<file path="config.mk">
export PLATFORM = sky130hd
export DESIGN_NAME = mod_fixed_div
export DESIGN_NICKNAME = d
export VERILOG_FILES = /design/src/rtl/mod_fixed_div.sv
export SDC_FILE = /design/constraint.sdc
export NUM_CORES = 1
export LEC_CHECK = 0
export CAP_MARGIN = 20
export CORE_UTILIZATION = 51
export DETAILED_ROUTE_END_ITERATION = 10
export PLACE_DENSITY = 0.76
export SLEW_MARGIN = 40
export SYNTH_ARGS = -nofsm -noshare
export SYNTH_HDL_FRONTEND = slang
export SYNTH_SLANG_ARGS = --single-unit
export TNS_END_PERCENT = 50
</file>
<file path="constraint.sdc">
create_clock -name i_clk -period 5.15 [get_ports i_clk]
set_input_delay 0.515 -clock i_clk [delete_from_list [all_inputs] [get_ports i_clk]]
set_output_delay 0.515 -clock i_clk [all_outputs]
set_load 0.05 [all_outputs]
</file>
<file path="src/rtl/mod_fixed_div.sv">
// mod_fixed_div: sequential unsigned fixed-point divider, out = (a << INPUT_POINT) / b,
// restoring shift-subtract with one quotient bit per clock.
module mod_fixed_div #(
  parameter int INPUT_WIDTH = 32,
  parameter int INPUT_POINT = 8
) (
  input  logic                   i_clk,
  input  logic                   i_rst,
  input  logic [INPUT_WIDTH-1:0] i_a,
  input  logic [INPUT_WIDTH-1:0] i_b,
  input  logic                   i_trigger,
  output logic [INPUT_WIDTH-1:0] o_out,
  output logic                   o_ready,
  output logic                   o_overflow,
  output logic                   o_div_zero
);
  localparam int W  = INPUT_WIDTH;
  localparam int N  = INPUT_WIDTH + INPUT_POINT;
  localparam int CW = $clog2(N);
  localparam logic [1:0] IDLE = 2'd0, BUSY = 2'd1, DONE = 2'd2;
  logic [1:0]    state_q, state_d;
  logic [N-1:0]  dvd_q, dvd_d, quo_q, quo_d, quo_nx;
  logic [W:0]    rem_q, rem_d;
  logic [W+1:0]  rem_sh;
  logic [W-1:0]  div_q, div_d, out_q, out_d;
  logic [CW-1:0] cnt_q, cnt_d;
  logic          ovf_q, ovf_d, dz_q, dz_d, ge;
  assign rem_sh = {rem_q, dvd_q[N-1]};
  assign ge     = rem_sh >= {2'b0, div_q};
  assign quo_nx = {quo_q[N-2:0], ge};
  always_comb begin
    state_d = state_q;
    dvd_d   = dvd_q;
    quo_d   = quo_q;
    rem_d   = rem_q;
    div_d   = div_q;
    out_d   = out_q;
    cnt_d   = cnt_q;
    ovf_d   = ovf_q;
    dz_d    = dz_q;
    if (state_q != BUSY) begin
      if (i_trigger) begin
        dvd_d   = {i_a, {INPUT_POINT{1'b0}}};
        div_d   = i_b;
        rem_d   = '0;
        quo_d   = '0;
        cnt_d   = '0;
        ovf_d   = 1'b0;
        dz_d    = 1'b0;
        state_d = BUSY;
      end
    end else if (div_q == '0) begin
      out_d   = '1;
      dz_d    = 1'b1;
      state_d = DONE;
    end else begin
      rem_d = (W+1)'(ge ? rem_sh - {2'b0, div_q} : rem_sh);
      dvd_d = dvd_q << 1;
      quo_d = quo_nx;
      cnt_d = cnt_q + 1'b1;
      if (cnt_q == CW'(N-1)) begin
        // quotient wider than the output format saturates
        ovf_d   = |quo_nx[N-1:W];
        out_d   = (|quo_nx[N-1:W]) ? '1 : quo_nx[W-1:0];
        state_d = DONE;
      end
    end
  end
  always_ff @(posedge i_clk or posedge i_rst) begin
    if (i_rst) begin
      state_q <= IDLE;
      dvd_q   <= '0;
      quo_q   <= '0;
      rem_q   <= '0;
      div_q   <= '0;
      out_q   <= '0;
      cnt_q   <= '0;
      ovf_q   <= 1'b0;
      dz_q    <= 1'b0;
    end else begin
      state_q <= state_d;
      dvd_q   <= dvd_d;
      quo_q   <= quo_d;
      rem_q   <= rem_d;
      div_q   <= div_d;
      out_q   <= out_d;
      cnt_q   <= cnt_d;
      ovf_q   <= ovf_d;
      dz_q    <= dz_d;
    end
  end
  assign o_out      = out_q;
  assign o_ready    = state_q != BUSY;
  assign o_overflow = ovf_q;
  assign o_div_zero = dz_q;
endmodule
</file>
**Run 1: placed standard cells**

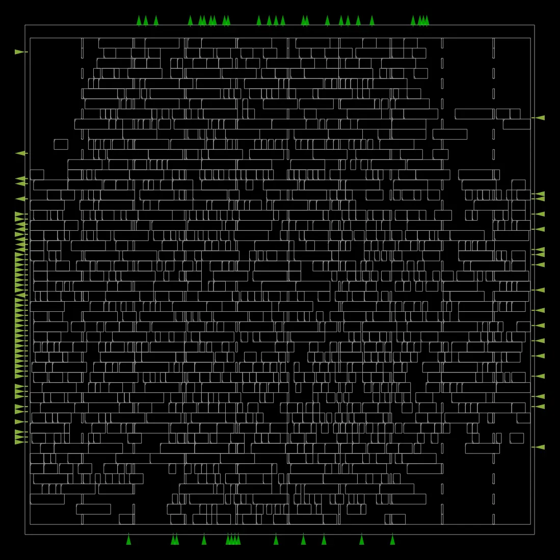
core area: 17500 um^2
seq_cells: 178
fin cells: 1312
sequential cell area share: 40.2%
Final Util: 63.2%

**Run 1: where the registers sit**

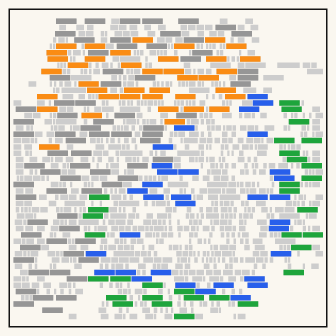
| colour | signal | flops |
|---|---|---|
| green | div_q | 32 |
| blue | rem_q | 33 |
| orange | quo_q | 39 |

**Run 1: the metal 1 layer**

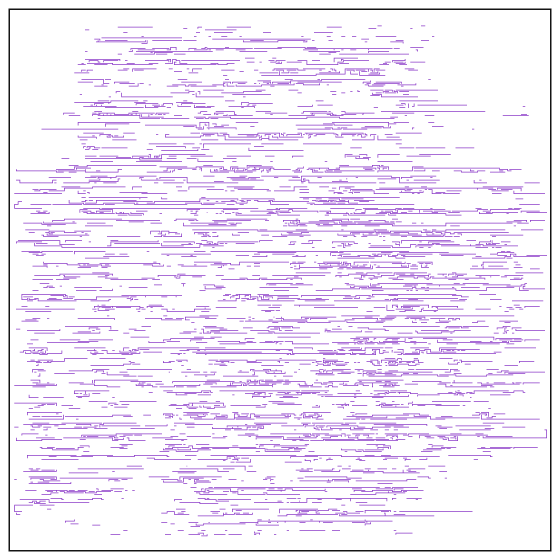
wire length on this layer: 10000 um
share of all routed wire: 49%
nets with wire on the layer: 1070
main direction: horizontal

**Run 1: local utilization**

14 x 14 tiles, from white (low) to dark blue (high), 0 to 100% covered.
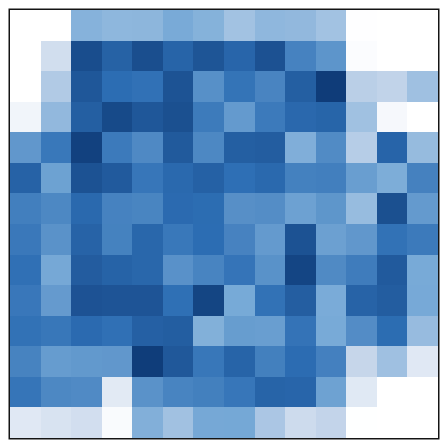
nearly empty tiles: 8.2%
mean over tiles: 58%
tiles over 75% full: 30%
emptiest ninth of the die: north-east

==> run 1: through the flow <==
stage / power, mW / utilization [%]
final: 8.85 / 63.2
after global routing: 9.57 / 63.2
after CTS: 8.87 / 63.1
after detailed placement: 7.52 / 59.7
after global placement: 7.39 / 59.3
after floorplan: 6.36 / -
==> run 1: cells in the mapped netlist (all sizes together), types with 5 or more instances <==
cell type	n
a211oi	5
a21o	16
a21oi	41
a32oi	7
buf	9
clkbuf	52
dfrtp	178
ha	33
inv	46
mux2i	50
nand2	186
nand3	77
nand4	8
nor2	29
nor2b	5
nor3	19
nor4	12
o21ai	113
o221ai	5
o22a	32
xnor2	16
xor2	15
==> run 1: kinds of logic (layout without fill, tap and decap cells) <==
family,count (synthesis),in the layout,share of synthesized area [%]
compound gates,251,251,17.2
xor+xnor,31,31,2.93
simple gates,353,353,16.9
flops,178,178,48.1
fa+ha+maj,34,34,4.67
buf+inv,107,190,4.73
mux,50,50,5.40
==> run 1: final cells by class <==
type,instances,area share (%)
clock buffers,18,3.96
flip-flops and latches,178,40.2
repair buffers,112,10.4
multi-input cells,719,39.8
well taps,225,2.54
clock inverters,14,1.48
inverters,46,1.61
==> run 1: tightest hold or removal path, stage by stage (launching register included) <==
cell,delay [ps]
dfrtp_1,340
nand2_1,50
o21ai_0,60
==> run 1: power breakdown <==
| part | internal [mW] | leakage, nW | total, mW | switching [mW] |
|---|---|---|---|---|
| clock network | 0.706 | 0.295 | 1.31 | 0.608 |
| logic | 2.03 | 2.39 | 4.98 | 2.94 |
| registers | 2.10 | 2.17 | 2.56 | 0.462 |
| total | 4.83 | 4.86 | 8.85 | 4.01 |
==> impl_metrics.tcl, run 1 <==
# flow metrics
set metrics [dict create \
    syn-cell-area_um2 9260 \
    period_needed_ps 3270 \
    cp_num_buf_inv 0 \
    largest_reg_flops 39 \
    hold_viol 0 \
    path_delay_family "AND-OR/OR-AND gates" \
    wl_met1_um 10000 \
    rsz0062_at_grt "false" \
    cts_tree "yes" \
    grt_max_degree 108 \
    viasPerCell 5.62 \
    busiest_layer "met2" \
    warning_count 28 \
    finalCritPeriodShare_pct 63.5 \
    ff2ff_path_depth 9 \
    dr.max_layer_used "met4" \
    holdPathStages 2 \
    clk_latency_ps 440 \
    status "completed" \
    cp-end-kind "register" \
    ys.warnings.count 0 \
    relSlewSlack_pct 47.8 \
    root_buffer "clkbuf_16" \
    start_kind "register" \
    antenna_found_initial 0 \
    topCellsByArea "dfrtp_1 (48%), nand2_1 (7.5%), mux2i_1 (5.4%)" \
    critPathCapture "rem_q[21]" \
    pin_count 102 \
    post_cts_buffers 0 \
    clock_sinks 178 \
    cp_slowest_stage_delay_ps 500 \
    ys_chip_area_um2 9260 \
    cts_buffers 17 \
    ir_worst_vdd_v 0.000403 \
    use_met2_pct 35.5 \
    met3WireLength_um 1160 \
    path_depth 9 \
    die-area_um2 18700 \
    cap_violations 0 \
    clock_skew_ps 14.9 \
    path_max_fanout 26 \
    drive_gt1_share_pct 5.15 \
    post_cts_resized 0 \
    slew_violations 0 \
    drcViolationCount 0 \
    grt_first_pass_wirelength_um 34400 \
    logic_area_um2 4410 \
    numSynthFlops 178 \
    avgSynthCellArea_um2 9.23 \
    yosysSeqAreaShare_pct 48.1 \
    io_buffers 101 \
    ys_cells 1004 \
    hold_ws_ps 484 \
    syn_inst 1004 \
    cts_hold_repair.buffers 0 \
    drt_iter0_markers 563 \
    setup_violations 0 \
]
==> run 2: changes to the inputs <==
--- a/config.mk
+++ b/config.mk
@@ -6,9 +6,9 @@
 export NUM_CORES = 1
 export LEC_CHECK = 0
 export CAP_MARGIN = 20
-export CORE_UTILIZATION = 51
+export CORE_UTILIZATION = 57
 export DETAILED_ROUTE_END_ITERATION = 10
-export PLACE_DENSITY = 0.76
+export PLACE_DENSITY = 0.81
 export SLEW_MARGIN = 40
 export SYNTH_ARGS = -nofsm -noshare
 export SYNTH_HDL_FRONTEND = slang
==> constraint.sdc (replaced) <==
create_clock -name i_clk -period 3.01 [get_ports i_clk]
set_input_delay 0.301 -clock i_clk [delete_from_list [all_inputs] [get_ports i_clk]]
set_output_delay 0.301 -clock i_clk [all_outputs]
set_load 0.05 [all_outputs]
**Run 2: placed standard cells**

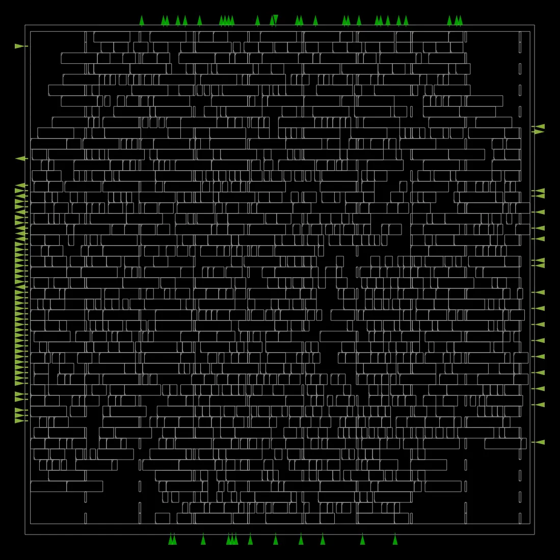
Final Util: 69.9%
Rows: 46
tap cells: 216

**Run 2: the metal 1 layer**

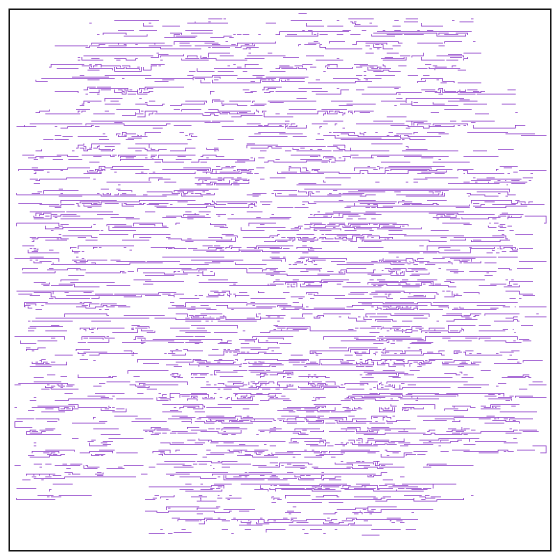
nets with wire on the layer: 1083
share of all routed wire: 45%

**Run 2: where the registers sit**

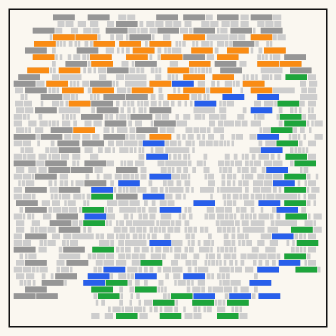
| colour | signal | flops |
|---|---|---|
| blue | rem_q | 33 |
| green | div_q | 32 |
| orange | quo_q | 39 |

==> impl_metrics.tcl, run 2 <==
# flow metrics
set metrics [dict create \
    largest_reg_flops 39 \
    fp_util_pct 58.3 \
    hold_viol 0 \
    cts_max_path_buffers 2 \
    drt_first_pass_iters 5 \
    cts_buffers 17 \
    netlist_top_cells_count "nand2_1 (186), dfrtp_1 (178), o21ai_0 (97), nand3_1 (76), clkbuf_1 (52)" \
    viasPerCell 5.82 \
    path_delay_family "AND-OR/OR-AND gates" \
    path_depth 11 \
    syn-cell-area_um2 9260 \
    nets 1189 \
    cts_hold_repair.buffers 0 \
    ys_async_sr_fraction_pct 100 \
    warning_count 28 \
    rsz0062_at_grt "false" \
    numSynthFlops 178 \
    clock_skew_ps 10.5 \
    synth_dominant_cell_count "nand2_1" \
    clk_latency_ps 440 \
    hold_ws_ps 385 \
    grt_max_degree 134 \
    drcViolationCount 0 \
    antenna_found_initial 0 \
    cap_violations 0 \
    slew_violations 0 \
    power_mw 15.4 \
    relSlewSlack_pct 50.6 \
    core_um2 15900 \
    avgSynthCellArea_um2 9.23 \
    path_max_fanout 3 \
    pin_count 102 \
    yosysTopAreaCellShare_pct 48.1 \
    ys.warnings.count 0 \
    final_cells 1317 \
    critPathCapture "rem_q[20]" \
    drive_gt1_share_pct 6.36 \
    io_buffers 101 \
    dr.max_layer_used "met4" \
    ir_worst_vdd_v 0.000710 \
    hpwl_um 14600 \
    post_cts_resized 0 \
    ys_cells 1004 \
    timing.rr.end "rem_q[20]" \
    topCellsByArea "dfrtp_1 (48%), nand2_1 (7.5%), mux2i_1 (5.4%)" \
    crit-reg2reg-launch "dvd_q[39]" \
    worst_slack_ps 146 \
    ant_nets 0 \
    crit_chain "inv_1, ha_1, fa_1, nand2b_1, a21o_1, a21o_1, a31oi_1, o21ai_1, or4_1, a41o_1, o221ai_1" \
    ys_chip_area_um2 9260 \
    grt_first_pass_wirelength_um 36400 \
    status "completed" \
    period_needed_ps 2860 \
    finalCritPeriodShare_pct 95.2 \
    cp_num_buf_inv 1 \
    drt_wl_total_um 21700 \
    post_cts_buffers 0 \
    finalSetupTns_ps 0 \
    cts_tree "yes" \
    die-area_um2 16800 \
    wl_met1_um 9750 \
    reg_top3 "quo_q (39), rem_q (33)" \
    ff2ff_path_depth 11 \
    drt_iter0_markers 696 \
    yosysSeqAreaShare_pct 48.1 \
    setup_violations 0 \
    critPathLaunch "dvd_q[39]" \
    ys_types 53 \
    root_buffer "clkbuf_16" \
    cp-end-kind "register" \
    syn_inst 1004 \
    cp_slowest_stage_delay_ps 420 \
    start_kind "register" \
    track_usage_pct 27.8 \
    met3WireLength_um 1460 \
    clock_sinks 178 \
]
==> run 2: cell counts after synthesis <==
Identical to the previous run, type by type.
==> run 2: cells by family (layout without fill, tap and decap cells) <==
family / after synthesis / in the layout / synth area share, %
AOI/OAI and AO/OA: 251 / 251 / 17.2
muxes: 50 / 50 / 5.40
buffers and inverters: 107 / 204 / 4.73
DFF: 178 / 178 / 48.1
xor gates and xnor gates: 31 / 31 / 2.93
and+or+nand+nor: 353 / 353 / 16.9
adders and majority gates: 34 / 34 / 4.67
==> run 2: power by group <==
part / switching (mW) / leakage, nW / internal, mW
clock network: 1.07 / 0.278 / 1.11
logic: 5.26 / 2.44 / 3.61
registers: 0.791 / 2.17 / 3.58
==> run 2: routing by layer <==
layer | up-vias | GRT usage (%)
met5 | - | 0
met4 | 0 | 7.87
met3 | 36 | 7.14
met2 | 229 | 44.1
met1 | 3689 | 37.9
li1 | 3706 | -
==> run 2: worst min-delay path by stage <==
stage,startpoint,endpoint
final,i_rst,o_out[27]
after global placement,dvd_q[37],dvd_q[37]
after floorplan,i_b[0],div_q[0]
after global routing,i_b[0],div_q[0]
after detailed placement,dvd_q[37],dvd_q[37]
after CTS,i_b[0],div_q[0]
==> run 2: final cells by class <==
| cell class | instances | area (um^2) |
|---|---|---|
| Clock buffer | 17 | 425 |
| Clock inverter | 15 | 158 |
| Fill cell | 1236 | 4780 |
| Inverter | 46 | 176 |
| Multi-Input combinational cell | 719 | 4410 |
| Sequential cell | 178 | 4450 |
| Tap cell | 216 | 270 |
| Timing Repair Buffer | 126 | 1210 |
==> run 2: worst reg2reg max path, delay by kind of cell (launching register included) <==
kind | cells | cell delay, ps
compound gates | 6 | 1120
fa+ha+maj | 2 | 650
buf+inv | 1 | 60
simple gates | 2 | 590
flops | 1 | 380
Power is estimated from default activity; no workload was simulated.
